File: src/rtl/rr_4_to_1_mux_arbiter.sv
// Round-robin 4:1 arbiter with optional burst lock feeding a shared mux into a one-entry output register.
// Latency: one cycle from input transfer to out_valid; full throughput while out_ready=1.
// Backpressure: when the output register is full and out_ready=0, in_ready is 0 and all state holds.
module rr_4_to_1_mux_arbiter #(
    parameter int N         = 4,
    parameter int MAX_BURST = 4
) (
    input  logic           clk,
    input  logic           rst_n,
    input  logic [3:0]     in_valid,
    input  logic [4*N-1:0] in_data,
    output logic [3:0]     in_ready,
    output logic           out_valid,
    output logic [N-1:0]   out_data,
    output logic [1:0]     out_src,
    input  logic           out_ready
);

    localparam int CW = $clog2(MAX_BURST + 1);

    typedef enum logic {
        IDLE = 1'b0,
        OWN  = 1'b1
    } state_t;

    state_t         state;
    state_t         state_nxt;
    logic [1:0]     owner;
    logic [1:0]     owner_nxt;
    logic [1:0]     last;
    logic [CW-1:0]  burst_cnt;
    logic [CW-1:0]  burst_cnt_nxt;

    logic           load;
    logic           own_hold;
    logic           burst_last;
    logic           gnt_vld;
    logic [1:0]     gnt_idx;
    logic [1:0]     cand;
    logic           xfer;
    logic [N-1:0]   mux_dat;

    // The output register can take a new word when empty or being drained this cycle.
    assign load = !out_valid || out_ready;

    // The burst owner keeps the grant only while it is still presenting data.
    assign own_hold = (state == OWN) && in_valid[owner];

    // This transfer from the owner would complete its burst allowance.
    assign burst_last = (int'(burst_cnt) + 1 >= MAX_BURST);

    // Grant selection: locked owner first, else first valid requester after 'last'.
    always_comb begin
        gnt_vld = 1'b0;
        gnt_idx = 2'd0;
        cand    = 2'd0;
        if (rst_n && load) begin
            if (own_hold) begin
                gnt_vld = 1'b1;
                gnt_idx = owner;
            end else begin
                for (int k = 1; k <= 4; k++) begin
                    cand = last + 2'(k);
                    if (!gnt_vld && in_valid[cand]) begin
                        gnt_vld = 1'b1;
                        gnt_idx = cand;
                    end
                end
            end
        end
    end

    // One-hot accept toward the granted requester.
    always_comb begin
        in_ready = 4'b0000;
        if (gnt_vld) begin
            in_ready[gnt_idx] = 1'b1;
        end
    end

    assign xfer = |(in_valid & in_ready);

    // Shared 4:1 datapath mux; enable is "any grant", output forced to zero when idle.
    always_comb begin
        mux_dat = '0;
        if (gnt_vld) begin
            case (gnt_idx)
                2'd0:    mux_dat = in_data[0*N +: N];
                2'd1:    mux_dat = in_data[1*N +: N];
                2'd2:    mux_dat = in_data[2*N +: N];
                default: mux_dat = in_data[3*N +: N];
            endcase
        end
    end

    // Burst-lock next state; an absent owner is released and the RR winner may start a new burst.
    always_comb begin
        state_nxt     = state;
        owner_nxt     = owner;
        burst_cnt_nxt = burst_cnt;
        if (load) begin
            case (state)
                IDLE: begin
                    if (xfer && (MAX_BURST > 1)) begin
                        state_nxt     = OWN;
                        owner_nxt     = gnt_idx;
                        burst_cnt_nxt = CW'(1);
                    end
                end
                default: begin
                    if (own_hold) begin
                        if (burst_last) begin
                            state_nxt     = IDLE;
                            burst_cnt_nxt = '0;
                        end else begin
                            burst_cnt_nxt = burst_cnt + CW'(1);
                        end
                    end else if (xfer) begin
                        state_nxt     = OWN;
                        owner_nxt     = gnt_idx;
                        burst_cnt_nxt = CW'(1);
                    end else begin
                        state_nxt     = IDLE;
                        burst_cnt_nxt = '0;
                    end
                end
            endcase
        end
    end

    // Burst-lock state register; reset leaves requester 0 with first priority.
    always_ff @(posedge clk) begin
        if (!rst_n) begin
            state     <= IDLE;
            owner     <= 2'd0;
            burst_cnt <= '0;
        end else begin
            state     <= state_nxt;
            owner     <= owner_nxt;
            burst_cnt <= burst_cnt_nxt;
        end
    end

    // Output stage and RR pointer: capture the winner, or empty when nothing transfers.
    always_ff @(posedge clk) begin
        if (!rst_n) begin
            out_valid <= 1'b0;
            out_data  <= '0;
            out_src   <= 2'd0;
            last      <= 2'd3;
        end else if (load) begin
            if (xfer) begin
                out_valid <= 1'b1;
                out_data  <= mux_dat;
                out_src   <= gnt_idx;
                last      <= gnt_idx;
            end else begin
                out_valid <= 1'b0;
            end
        end
    end

endmodule
File: config.mk
export PLATFORM = sky130hd
export DESIGN_NAME = rr_4_to_1_mux_arbiter
export DESIGN_NICKNAME = d
export VERILOG_FILES = /design/src/rtl/rr_4_to_1_mux_arbiter.sv
export SDC_FILE = /design/constraint.sdc
export NUM_CORES = 1
export LEC_CHECK = 0
export ABC_AREA = 1
export CELL_PAD_IN_SITES_DETAIL_PLACEMENT = 1
export CELL_PAD_IN_SITES_GLOBAL_PLACEMENT = 1
export CORE_UTILIZATION = 41
export DETAILED_ROUTE_END_ITERATION = 7
export DONT_BUFFER_PORTS = 1
export PLACE_DENSITY_LB_ADDON = 0.1
export SKIP_CTS_REPAIR_TIMING = 1
export SLEW_MARGIN = 40
export SYNTH_ARGS = -nofsm -noshare
export SYNTH_HDL_FRONTEND = slang
export SYNTH_SLANG_ARGS = --single-unit
File: constraint.sdc
create_clock -name clk -period 2.1 [get_ports clk]
set_clock_uncertainty 0.05 [all_clocks]
set_input_delay 0.42 -clock clk [delete_from_list [all_inputs] [get_ports clk]]
set_output_delay 0.42 -clock clk [all_outputs]
set_load 0.02 [all_outputs]
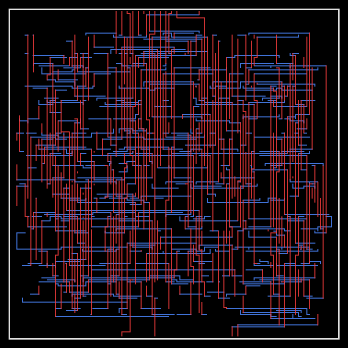
Figure 1: metal layers overlaid.
(6 px per um) Two of the layers only.
colour	layer	wire length
red	metal 2	2390 um
blue	metal 1	1690 um

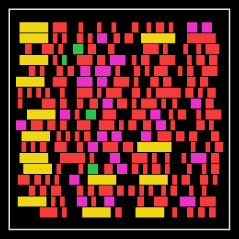
Figure 2: placement by cell class.
(4 px per um)
colour	class	cells	share of their area
red	combinational and other logic	165	65%
magenta	other buffers and delay cells	25	14%
green	clock drivers and dummy loads	4	1.7%
yellow	flops	15	20%

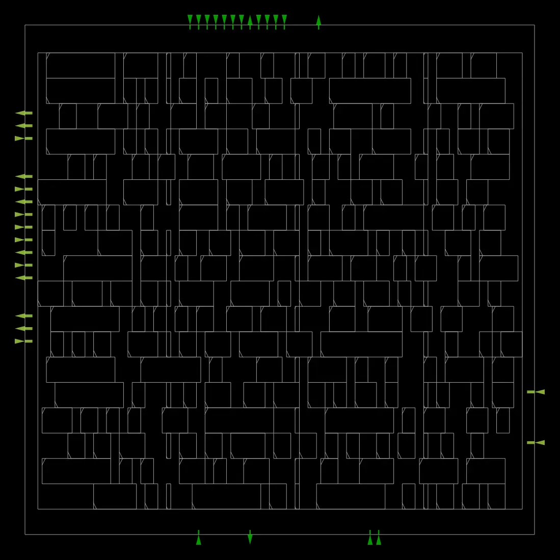
Figure 3: placement view.
row count: 18
# Taps: 30
flop share of the area: 19.7%
flip-flops: 15

==> summary.txt <==
The flow completed. Total number of warnings across the stage logs landed at 27. On the reported timing paths, the clock transition at the registers reads 0.10 ns. STA lists the startpoint of the worst register-to-register path as last[0].

Number of cells after detailed placement landed at around 230. The pin closest to its max-slew limit shows a slew of 0.442 ns. Placed wire-length estimate after detailed placement landed at 2720 um.

Buffer depth of the longest clock path landed at 2. Per the summary, power density relative to cell area is 1380 mW/mm2. In the final routed layout, each cell accounts on average for 18.6 um. The launch point of the critical path was reported as last[0]. Post-synthesis area per instance landed at 6.21 um2. Width of the die landed at 54.7 um. Final estimated routing congestion in global placement landed at 0.799. In the synthesized netlist, mux cells make up 0% of the area.

Number of max-cap violations landed at 0. sky130_fd_sc_hd__dfxtp_1 takes more of the synthesized area than any other cell. Share of layout cells above drive strength 1 landed at 45.0%.

Per the log, the first TritonRoute iteration ended with a DRC count of 15. Post-detailed-route count of antenna-violating nets landed at 0. Total standard cell area after synthesis landed at approximately 0.0011 mm2. Ranking logic cells in the layout by count gives the top entries sky130_fd_sc_hd__nand2_1 (37), sky130_fd_sc_hd__nand2_2 (23), sky130_fd_sc_hd__inv_1 (21), sky130_fd_sc_hd__buf_4 (20).

Yosys stat counts 183 cells in the synthesized netlist. Looking at the reg2reg group, the worst path ends at out_data[0]. Sequential cells were found to cover between 20% and 30% of the synthesized design area. Per-cell via count in the routed design landed at 5.58. Growth of design area from synthesis to finish landed at 37.4%. Maximum number of pins on one net before global-route repair landed at 11. Count of different cell masters after synthesis landed at 25. In this run the worst setup path terminates at in_ready[2]. Synthesized netlist net count landed at 207. The first detailed-routing pass ran for 4 iterations. Overall via count from detail_route landed at 1333. Note that the worst hold path type here is in2reg. Met1 track utilization from global routing landed at 25.7%.

The synthesized netlist devotes 14.0% of its cell area to compound gates. For reference, simple AND, OR, NAND and NOR cells occupy around 46% of the area reported after synthesis. The required time at the worst endpoint is listed as approximately 1.6 ns. Number of buffers added by the clock tree synthesis step landed at 3. Number of setup violations in the final report landed at 8. Logic area landed at approximately 870 um2.

Relative max-transition margin landed at 70.4%. Peak clock frequency supported by timing landed at 409 MHz. The final layout contains 234 nets. The routed design could run at a clock period as short as 2.44 ns. Of the available clock period, the critical path in the final layout requires 116%. For this run, the number of Yosys warnings is 0. Number of instances on the worst hold path landed at 1. According to the Yosys statistics, the synthesized design has a chip area of roughly 0.0011 mm2. Die outline height landed at around 55 um.

Insertion delay at the late pin of the worst-skew pair landed at between 0.2 and 0.3 ns. Summing the areas of all fa, ha and maj instances in the mapped netlist gives under 10% of the synthesized area. Summing the areas of all xor and xnor instances in the mapped netlist gives 0% of the synthesized area. In this run the number of H-tree levels came out at 1.

TritonCTS built the clock tree. The most common logic cell in the final layout is sky130_fd_sc_hd__nand2_1. Before placement the cells fill between 40% and 50% of the core.

In this run the clock root is driven by a sky130_fd_sc_hd__clkbuf_4. In the synthesized netlist, the number of instances is approximately 180. Setup TNS after final layout landed at -1.69 ns. The clock drives 15 sinks.

Across the whole layout, storage elements account for 308 um2. In this run the standard cell core region covers roughly 0.0025 mm2. The total overflow left after global routing is 0. The worst-case IR drop observed on VDD is roughly 830 uV. Overall routing resource usage recorded by global route was between 20% and 30%. STA lists the startpoint of the worst hold path as rst_n. Portion of synthesized cell area occupied by the leading cell type landed at 26.4%. Met3 track demand over resource in global routing landed at about 3.3%.

Global routing put the most usage on met2. Hold-check failures listed in the final report amount to 0. Chip area landed at around 0.003 mm2. Count of cells along the worst register-to-register path landed at 18.

STA classifies the critical path startpoint as a flop. Max fanout on the critical path was recorded as 5. The worst setup path is of the reg2out kind.

In this run the count of I/O pins placed on the die edge is 34. The final reports fail on setup timing. Number of fill cells in the layout landed at about 340. Number of flip-flops and latches in the synthesized netlist landed at 15. Setup repair after global routing could not meet its margin everywhere.

Number of global-route vias before repair landed at 1221. 0 antenna diodes ended up in the layout. The worst setup path is captured at an output port.

The flow ran to the end, but the final reports show violations. Remaining design rule violation count landed at 0. Count of buffers from port buffering landed at 0. Yosys shows that the main logic family after synthesis is simple AND/OR/NAND/NOR gates.

By area the synthesized netlist is led by sky130_fd_sc_hd__dfxtp_1 (26%), sky130_fd_sc_hd__nand2_1 (17%), sky130_fd_sc_hd__nand3_1 (8.8%), sky130_fd_sc_hd__a21oi_1 (7.0%), sky130_fd_sc_hd__inv_1 (6.9%). Counting pins that exceed their max-slew limit in the final report gives 0. Reported leakage power landed at around 0.74 nW.

Minimum setup slack in the final design landed at -0.345 ns. The detailed router reported a total wirelength of 4440 um. Setup slack on the worst reg-to-reg path comes out at -0.15 ns. Wire length of the first global-routing pass landed at 5060 um. For the worst setup path, the data arrival time is ~2.0 ns. The final report lists a non-filler cell total of around 240. The number of antenna violations at the first check in global routing came to 0. STA shows the worst min-delay path finishing at last[0]. Overall power landed at 0.00216 W. Per the post-place timing report, worst setup slack is -0.131 ns. Global routing used a little over two fifths of the available met2 tracks.
state kept, by name, summed over array words and instances (netlist names):
name       flops
out_valid      1
out_data       4
state          1
burst_cnt      3
out_src        2
last           2
owner          2
kinds of logic (layout without fill, tap and decap cells):
group	Yosys count	after routing
fa+ha+maj	1	1
simple gates	106	106
compound gates	29	29
flops	15	15
buf+inv	32	58
cells in the mapped netlist:
library cell,number
sky130_fd_sc_hd__nand3_1,20
sky130_fd_sc_hd__a211oi_1,1
sky130_fd_sc_hd__a21oi_2,1
sky130_fd_sc_hd__inv_2,7
sky130_fd_sc_hd__ha_1,1
sky130_fd_sc_hd__inv_1,21
sky130_fd_sc_hd__a31oi_1,2
sky130_fd_sc_hd__nor2_4,3
sky130_fd_sc_hd__o21ai_0,5
sky130_fd_sc_hd__o211ai_1,2
sky130_fd_sc_hd__nand2_1,53
sky130_fd_sc_hd__nor2_2,1
sky130_fd_sc_hd__nand3_2,1
sky130_fd_sc_hd__clkbuf_1,1
sky130_fd_sc_hd__a21oi_1,16
sky130_fd_sc_hd__dfxtp_1,15
sky130_fd_sc_hd__o21ai_1,2
sky130_fd_sc_hd__nand4_1,2
sky130_fd_sc_hd__nand2_4,3
sky130_fd_sc_hd__nand2_2,11
sky130_fd_sc_hd__nor2_8,1
sky130_fd_sc_hd__nor2_1,9
sky130_fd_sc_hd__inv_4,1
sky130_fd_sc_hd__buf_6,2
sky130_fd_sc_hd__nor3_1,2
final cells by class:
type / count / area share [%]
Multi-Input combinational cell: 136 / 55.7
Sequential cell: 15 / 19.7
Timing Repair Buffer: 25 / 13.2
Inverter: 29 / 7.29
Tap cell: 30 / 2.40
Clock buffer: 4 / 1.68
where the power goes:
group | switching [W] | internal (W) | leakage (nW)
logic | 0.000931 | 0.000586 | 0.597
registers | 0.000107 | 0.000359 | 0.124
clock network | 0.000101 | 0.0000740 | 0.0150
total | 0.00114 | 0.00102 | 0.736
stage by stage:
step	hold WS, ns	instance area, um2	util [%]
final	0.168	1560	61.4
after global routing	0.173	1560	61.4
after CTS	0.176	1330	52.3
after detailed placement	0.427	1300	51.2
after global placement	0.404	1300	51.2
after floorplan	0.393	1140	-
critical path, stage by stage, from the launching register on:
cell                      delay, ns
sky130_fd_sc_hd__dfxtp_4       0.38
sky130_fd_sc_hd__buf_6         0.13
sky130_fd_sc_hd__nand2_1       0.09
sky130_fd_sc_hd__nand2_2       0.07
sky130_fd_sc_hd__nand2_1       0.08
sky130_fd_sc_hd__nand2_2       0.09
sky130_fd_sc_hd__nor2_8        0.14
sky130_fd_sc_hd__nand2_2       0.08
sky130_fd_sc_hd__nand2_2       0.07
sky130_fd_sc_hd__nand2_2       0.06
sky130_fd_sc_hd__nand2_2       0.09
sky130_fd_sc_hd__nand2_4       0.07
sky130_fd_sc_hd__buf_6         0.13
sky130_fd_sc_hd__nor2_4        0.20
layer usage:
| layer | wire [um] | part of all wire, % | vias up |
|---|---|---|---|
| met3 | 200 | 4.5 | 17 |
| met5 | 0 | 0 | - |
| li1 | - | - | 635 |
| met2 | 2390 | 54 | 47 |
| met4 | 153 | 3.4 | 0 |
| met1 | 1690 | 38 | 634 |
No activity file was given, so power comes from the tool's default toggle rates.
